[config.mk]
export PLATFORM = sky130hd
export DESIGN_NAME = inst_cache
export DESIGN_NICKNAME = d
export VERILOG_FILES = /design/src/rtl/inst_cache.sv
export SDC_FILE = /design/constraint.sdc
export NUM_CORES = 2
export LEC_CHECK = 0
export ABC_AREA = 1
export ABC_CLOCK_PERIOD_IN_PS = 9200
export CAP_MARGIN = 20
export CORE_UTILIZATION = 30
export DETAILED_ROUTE_END_ITERATION = 10
export GPL_TIMING_DRIVEN = 0
export SETUP_SLACK_MARGIN = 0.05
export SLEW_MARGIN = 10
export SYNTH_ARGS = -nofsm -noshare
export SYNTH_HDL_FRONTEND = slang
export SYNTH_SLANG_ARGS = --single-unit
export TNS_END_PERCENT = 20
[constraint.sdc]
create_clock -name clk -period 9.2 [get_ports clk]
set_input_delay 0.92 -clock clk [delete_from_list [all_inputs] [get_ports clk]]
set_output_delay 0.92 -clock clk [all_outputs]
set_load 0.02 [all_outputs]
[src/rtl/inst_cache.sv]
// inst_cache: direct-mapped, read-only instruction cache for the fetch stage.
//
// The lookup is combinational and has zero latency. A miss starts a line
// refill from a word-serial backing memory, and fetch stalls while hit_out
// is low.
//
// Ports:
//   clk, reset       rising-edge clock, synchronous active-high reset
//   req_valid        fetch presents a valid PC this cycle
//   req_addr         fetch PC (byte address; bits [1:0] are ignored)
//   flush            invalidate all lines and abort any refill
//   hit_out          instruction_out is valid for req_addr
//   instruction_out  instruction word on a hit, otherwise 0
//   busy             a refill is in progress
//   mem_req          read request to backing memory, held until mem_valid
//   mem_addr         word-aligned backing memory read address
//   mem_rdata        backing memory read data
//   mem_valid        mem_rdata is valid and completes the current mem_req
module inst_cache #(
    parameter int unsigned LINES = 16,
    parameter int unsigned WORDS = 4
) (
    input  logic        clk,
    input  logic        reset,
    input  logic        req_valid,
    input  logic [31:0] req_addr,
    input  logic        flush,
    output logic        hit_out,
    output logic [31:0] instruction_out,
    output logic        busy,
    output logic        mem_req,
    output logic [31:0] mem_addr,
    input  logic [31:0] mem_rdata,
    input  logic        mem_valid
);

    localparam int unsigned OB   = $clog2(WORDS);
    localparam int unsigned IB   = $clog2(LINES);
    localparam int unsigned TAGW = 32 - 2 - OB - IB;
    localparam int unsigned LW   = 32 - 2 - OB;  // line address width

    typedef enum logic {
        IDLE,
        REFILL
    } state_t;

    state_t             state_q;
    logic [LINES-1:0]   valid_q;
    logic [TAGW-1:0]    tag_q  [LINES];
    logic [31:0]        data_q [LINES][WORDS];
    logic [OB-1:0]      cnt_q;
    logic [LW-1:0]      line_q;   // latched line address (req_addr[31:2+OB])

    logic [OB-1:0]      word;
    logic [IB-1:0]      index;
    logic [TAGW-1:0]    tag;
    logic [IB-1:0]      fill_index;
    logic [TAGW-1:0]    fill_tag;
    logic               lookup_hit;
    logic               unused_addr_bits;

    assign word       = req_addr[2+OB-1:2];
    assign index      = req_addr[2+OB+IB-1:2+OB];
    assign tag        = req_addr[31:2+OB+IB];
    assign fill_index = line_q[IB-1:0];
    assign fill_tag   = line_q[LW-1:IB];
    assign unused_addr_bits = ^req_addr[1:0];

    assign lookup_hit = req_valid && valid_q[index] && (tag_q[index] == tag);

    always_comb begin
        hit_out         = 1'b0;
        instruction_out = '0;
        busy            = 1'b0;
        mem_req         = 1'b0;
        mem_addr        = '0;
        if (state_q == IDLE) begin
            hit_out = lookup_hit;
            if (lookup_hit) begin
                instruction_out = data_q[index][word];
            end
        end else begin
            busy     = 1'b1;
            mem_req  = 1'b1;
            // The counter sits below the index field, so beats never carry into it.
            mem_addr = {line_q, cnt_q, 2'b00};
        end
    end

    always_ff @(posedge clk) begin
        if (reset) begin
            state_q <= IDLE;
            valid_q <= '0;
            cnt_q   <= '0;
            line_q  <= '0;
        end else if (flush) begin
            // Also cancels a miss detected in the same cycle.
            state_q <= IDLE;
            valid_q <= '0;
            cnt_q   <= '0;
        end else begin
            case (state_q)
                IDLE: begin
                    if (req_valid && !lookup_hit) begin
                        line_q         <= req_addr[31:2+OB];
                        valid_q[index] <= 1'b0;
                        cnt_q          <= '0;
                        state_q        <= REFILL;
                    end
                end
                REFILL: begin
                    if (mem_valid) begin
                        data_q[fill_index][cnt_q] <= mem_rdata;
                        cnt_q                     <= cnt_q + 1'b1;
                        if (cnt_q == OB'(WORDS - 1)) begin
                            tag_q[fill_index]   <= fill_tag;
                            valid_q[fill_index] <= 1'b1;
                            state_q             <= IDLE;
                        end
                    end
                end
                default: state_q <= IDLE;
            endcase
        end
    end

endmodule

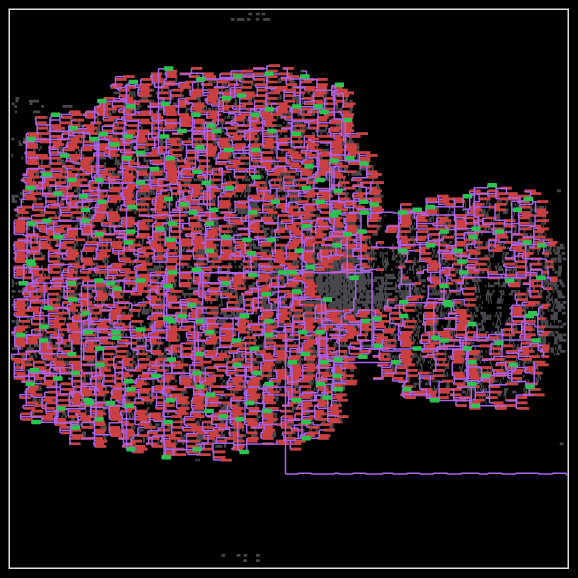
clk_routes.png
Scale: 1 px per µm.
[purple] clock wires | length: 27.2 mm
[green] clock drivers | count: 232
[red] flip-flops | count: 2479
routed clock nets	233
insertion delay of the later-clocked pin in the worst-skew pair: 0.95 ns
Clock power frac: 40.6%
P_clk: 9.43 mW
final setup skew: 0.131 ns

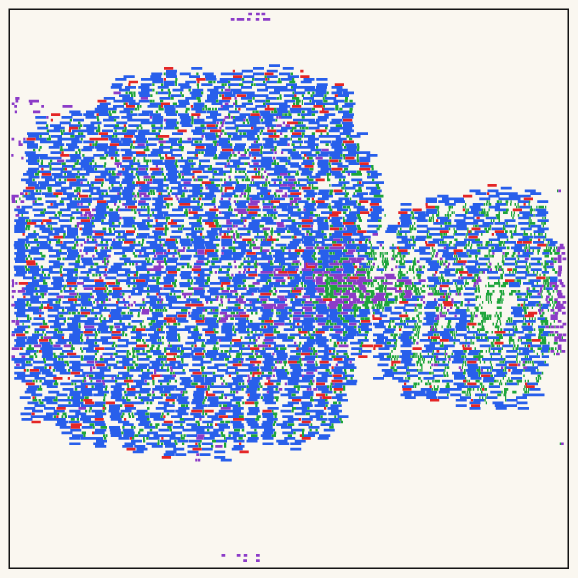
placement_by_type.png
Scale: 1 px per µm.
colour	class	cells	share of their area
blue	sequential cells	2479	70%
red	clock drivers and dummy loads	418	6.9%
purple	remaining buffers and delay cells	725	6.5%
green	combinational and other logic	3312	17%
total non-filler cell area in the finished layout: 111000 µm²
Final Util: 36.2%
Placeable Area: 306000 µm²
Rows: 203
sequential portion of the cell area: 66.8%

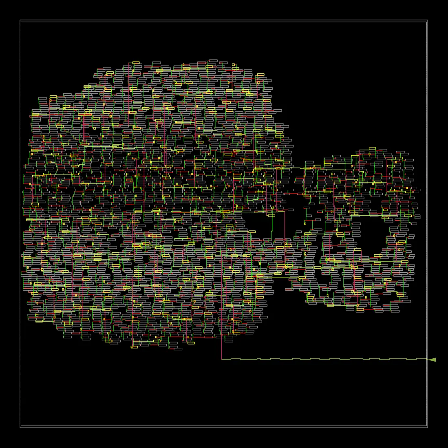
clocks.png
clk_buf instances: 281
TritonCTS buffer count: 232
clock tree sinks: 2479
sequential cells: 2479

==> datasheet_impl.txt <==
Summary of implementation characteristics

Parameter                              Value

Outcome
  Status    completed

Logic synthesis
  Yosys warning count    0
  Unique cell types    between 40 and 50
  Number of standard cells reported by yosys    between 6k and 7k
  Post-synthesis simple-gate area fraction    6.39%
  Share of flip-flops with an asynchronous set or reset after synthesis    0%
  Count of state elements after synthesis    2479
  Syn avg cell area    approximately 15 µm²
  Flip-flops with a built-in enable    roughly 2.4k

Worst setup path
  Launching point of the worst reg2reg path    state_q$_SDFF_PP0_
  CP Buf/Inv Count    6
  Count of cells along the worst register-to-register path    7
  Cell type group with the largest total delay on the critical path    buffers and inverters
  Largest stage delay on the critical path    0.87 ns
  Internal reg-to-reg setup slack    between 5 and 6 ns
  Start point of the critical path    req_addr[5]

Job
  Total number of warnings across the stage logs    32

Power
  Relative contribution of combinational cells to total power    just under 6%
  Power in sequential cells    between 10 and 15 mW
  Standby leakage power    roughly 35 nW
  Total net switching power    ~5.3 mW
  Main power group    sequential cells

GRT
  Maximum number of pins on one net before global-route repair    65
  GRT met2 Usage    between 30% and 40%
  Met3 Resource Use GR    7.89%
  Global Route Usage Sum    ~22%

Worst hold path
  Number of stages on the worst hold path    1

Layout
  Most common library cell in the layout ignoring fill and taps    sky130_fd_sc_hd__edfxtp_1
  Post-synthesis to final-layout area growth    19.7%
  Fraction of final layout cells sized beyond drive strength 1    10.7%
  Leading registers by flop count    data_q: 2048 flops, tag_q: 384 flops, line_q: 28 flops

Floorplan
  Initial Util    a little under a third

Route
  # DRC    0
  Wire length per cell after detailed routing    between 30 and 40 µm
  Routed Antenna Nets    0
  Wire length reported by the detailed router    around 360000 µm

CTS
  Buffers inserted by post-CTS timing repair    0

Timing
  Unrepaired setup endpoints after global routing    no
  Sum of negative setup slack    0 ns
  Worst rel slew slack    between 10 and 15%

Placement
  Placed wire-length estimate    roughly 250000 µm
  Routability congestion estimate from global placement    approximately 0.92
  Port-buffer cells    approximately 130
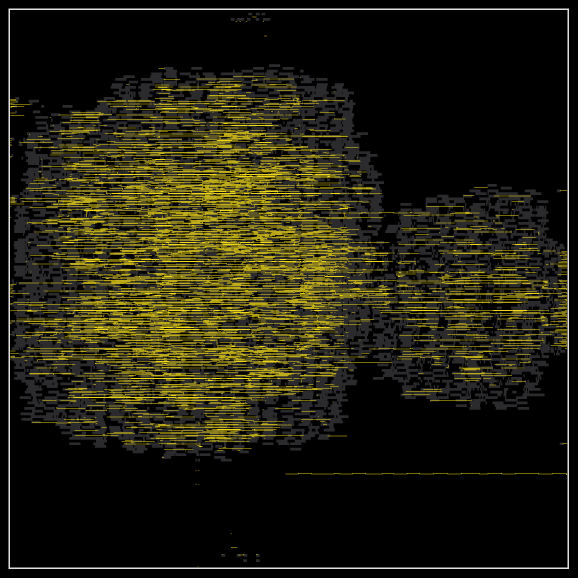
layer_met3.png
Scale: 1 px per µm.
main direction	horizontal
wire length on this layer	58.5 mm
share of all routed wire	16%
nets with wire on the layer	1220

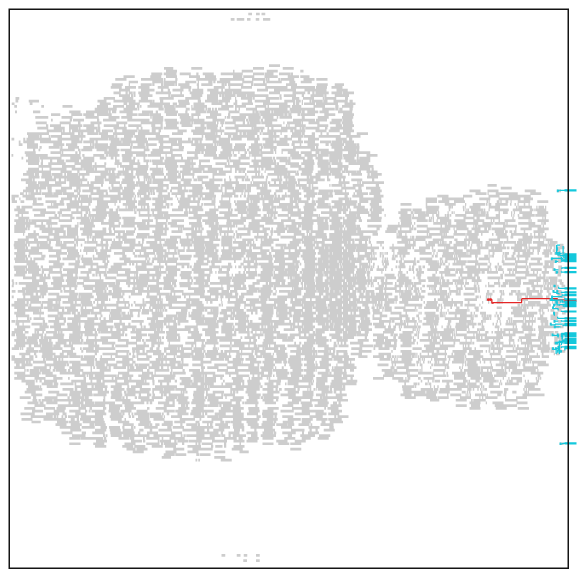
io_fan.png
Scale: 1 px per µm.
colour	port	bits	direction	edge	end cells	wire
red	`req_valid`	1	input	east	2	92.6 µm
cyan	`mem_addr`	32	output	east	32	356 µm

final cells by class:
type	instances	area [µm²]	share of cell area, %
inverters	105	394	0.356
plain buffers	404	1690	1.53
clock buffers	281	6080	5.49
well taps	4100	5130	4.63
multi-input cells	3207	17100	15.5
flip-flops and latches	2479	74000	66.8
clock inverters	137	1160	1.04
repair buffers	321	5210	4.70
diodes	9	22.5	0.0203
synthesized netlist by cell type, drive strengths merged (2+ instances only):
master	n	area (µm²)
a21oi	78	390
nand2	1038	3920
nand3b	3	22.5
o22a	63	552
clkbuf	247	927
edfxtp	2432	73000
o22ai	920	5760
o221ai	76	666
a41oi	37	324
ha	4	50.1
clkinv	2	7.51
dfxtp	47	941
nand4	88	551
o21ai	520	2600
a221oi	9	78.8
buf	157	756
nor2	252	958
o21bai	11	82.6
nor3	10	50.1
nand3	80	405
inv	103	387
o211ai	8	60.1
layer usage:
metal / share of wire [%] / vias to the layer above
met5: 0.027 / -
met1: 36 / 31900
li1: - / 25300
met3: 16 / 1122
met2: 42 / 5714
met4: 6.3 / 14
cells by family after synthesis:
kind of cell / Yosys count
AOI/OAI and AO/OA: 1728
DFF: 2479
adders and majority gates: 4
buffers and inverters: 509
other: 1
and+or+nand+nor: 1473
metrics by stage:
| stage | area (µm²) | worst slack (ns) | power (mW) | utilization, % | std cells |
|---|---|---|---|---|---|
| finish | 111000 | 0.402 | 23.2 | 36.2 | 11000 |
| global route | 111000 | 0.477 | 23.6 | 36.2 | 11000 |
| CTS | 111000 | 0.906 | 23.1 | 36.1 | 11000 |
| detailed placement | 103000 | 0.924 | 13.9 | 33.7 | 10600 |
| global placement | 99000 | 0.743 | 13.9 | 32.3 | 10400 |
| floorplan | 92600 | 5.31 | 13.2 | - | 6195 |
Power is estimated from default activity; no workload was simulated.
